Design manta_mem_arbiter_flat, sky130hd; sources not shown.
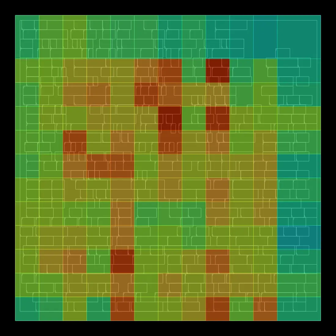
Fig. 1. Routing congestion map.
utilization after layout: 0.718
met3 Use GR: 0.0662
total track usage: 0.213

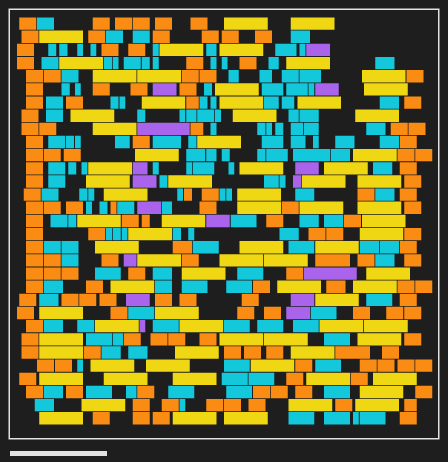
Fig. 2. Placed cells, one colour a class.
Bar = 20 um.
legend:
  remaining buffers and delay cells:
    colour: orange
    cells: 149
    share_of_their_area: 29%
  registers:
    colour: yellow
    cells: 79
    share_of_their_area: 39%
  clock drivers and dummy loads:
    colour: purple
    cells: 16
    share_of_their_area: 4.4%
  remaining logic cells:
    colour: cyan
    cells: 156
    share_of_their_area: 27%
post-route design area: 0.00521 sq mm
# rows: 31
area of the core: 0.00725 sq mm

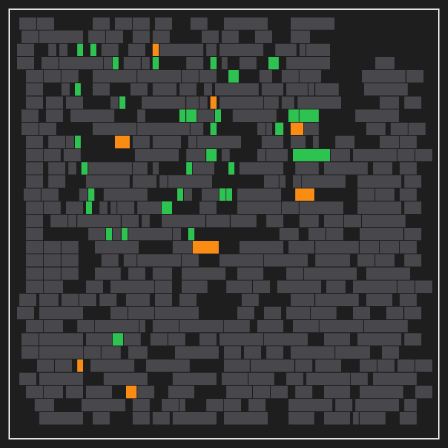
Fig. 3. Logic cells by family.
legend:
  nand cells:
    colour: green
    cells: 32
    most_used: nand2_1
  nor cells:
    colour: orange
    cells: 8
    most_used: nor2_1
final non-filler cell total: 499
Top cell excl fill/tap: clkdlybuf4s50_1
combinational fraction of the cell area: 0.261

==> run summary <==
run results: # Cells Yosys 243, DP Wirelength 5.80 mm, fin crit share 0.602, cts-stage hold buffer count 1, placed inst area 0.00497 sq mm, RD Place Congestion 0.775, chip area 0.00783 sq mm, Post-CTS Setup Inserts 0, critical path fanouts, max 3, Least-Margin Pin Slew 0.587 ns, DR vias 2,436, post-route ant nets 0, worst path bufs/invs 1, syn_nets 319, number of port buffers 139, Die Height 88.5 um, Top Metal Used met4, cts bufs inserted 9, fmax 468 MHz, ClkCell Share 0.0428, GR met2 Demand/Resource 0.339, total gr overflow 0, Clk pin slew, worst setup/hold paths 0.08 ns, TNS Setup 0 ns, Ys Warns 0, Post-CTS Resized 0, Leak 2.32 nW, vias in the first global route 2,592, Slew Limit Fails 0, CP max stage delay 0.86 ns, CP max-delay cell clkdlybuf4s50_1, max_slew headroom 0.605, PnR worst setup slack 1.41 ns, met2 wire length 3.61 mm, Initial Util 0.475, Final setup viols 0, flop2flop setup slack 1.47 ns, Max rail drop VDD 0.670 mV, layout cell share with drive strength beyond 1 0.205, CLK BUF 11, placed cell count 482, combinational gate count 147, Buffers, non-clock 149, Comb area 0.00136 sq mm, vias per cell 4.88, status completed, initial antenna violation count 0, Sink Count 79, Synth Register Bits 79, top cell family by delay on the critical path buffers and inverters, kind of critical path reg2out, CP Cell Sequence clkdlybuf4s50_1, unrepaired setup endpoints after global routing false, Crit. path cell count 1, drt drc 0, initial detailed-routing violation count 52, Final Hold Fails 0, Well Taps 99, synth unique cells 35, hold_ws 0.271 ns, first-pass GRT wire length 12.5 mm, TritonRoute pass-1 iters 4, Late-Pin Clk Latency 0.34 ns, met1 Track Usage GR 0.270, number of diodes 0, Worst setup EP type output port, Routed WL 7.56 mm, Cell Area, Synth 0.00344 sq mm, Inverters 9, min cycle time layout 2.14 ns, R2R depth 6, Power Total 0.00555 W, Seq cells 79, OpenROAD warning count 30, Register Area 0.00198 sq mm, pre-CTS WS 1.36 ns, Root Buffer clkbuf_8, fillers 522, Worst setup SP type flop, CTS tree done, largest net degree at the start of global routing 42, fraction of area in registers 0.380, routed length on met3 609 um, Post-Syn Instances 243, Avg Inst Size Synth 14.2 sq um, Metal-1 WL 3.19 mm, boundary pin count 140
==> synthesized netlist by cell type (all sizes together) <==
cell type  count  share of area
inv            9         0.0098
o2bb2ai        2         0.0051
a21o           2         0.0051
a21boi         2         0.0055
nand3b         1         0.0033
nand3          1         0.0015
dfrtp         79           0.57
buf            7          0.020
ha             7          0.025
nand2b         3         0.0055
mux2i         17          0.049
or4b           1         0.0029
and4b          3         0.0087
nor3b          1         0.0022
o41ai          1         0.0047
nand2         23          0.026
clkbuf         1         0.0011
mux2          49           0.19
nor2           4         0.0065
nor4           1         0.0018
and3           1         0.0018
nand4          4          0.012
a22oi          1         0.0022
nor4b          2         0.0069
o21ai         21          0.031
==> placed cells by master (no fill, tap or decap), types with 2 or more instances in the layout <==
| master | instances |
|---|---|
| clkdlybuf4s50_1 | 138 |
| a21o_2 | 2 |
| ha_1 | 7 |
| o21ai_0 | 20 |
| mux2_4 | 26 |
| dfrtp_1 | 79 |
| nand2_1 | 22 |
| clkbuf_8 | 10 |
| o2bb2ai_1 | 2 |
| mux2_2 | 23 |
| clkbuf_1 | 2 |
| bufinv_16 | 2 |
| inv_1 | 9 |
| nor2_1 | 3 |
| buf_2 | 2 |
| buf_12 | 2 |
| nand2b_1 | 3 |
| buf_6 | 2 |
| buf_4 | 3 |
| and4b_1 | 3 |
| mux2i_1 | 17 |
| nand4_1 | 3 |
==> cells by family after synthesis <==
family / after synthesis / share of synthesized area
compound gates: 29 / 0.0531
buf+inv: 17 / 0.0305
flops: 79 / 0.574
simple gates: 45 / 0.0785
fa+ha+maj: 7 / 0.0254
mux: 66 / 0.238
==> report_power, final <==
group	switching [W]	total [W]	internal, W
combinational	0.00198	0.00322	0.00124
clock	0.000318	0.000734	0.000416
sequential	0.000272	0.00159	0.00132
total	0.00257	0.00555	0.00298
No activity file was given, so power comes from the tool's default toggle rates.
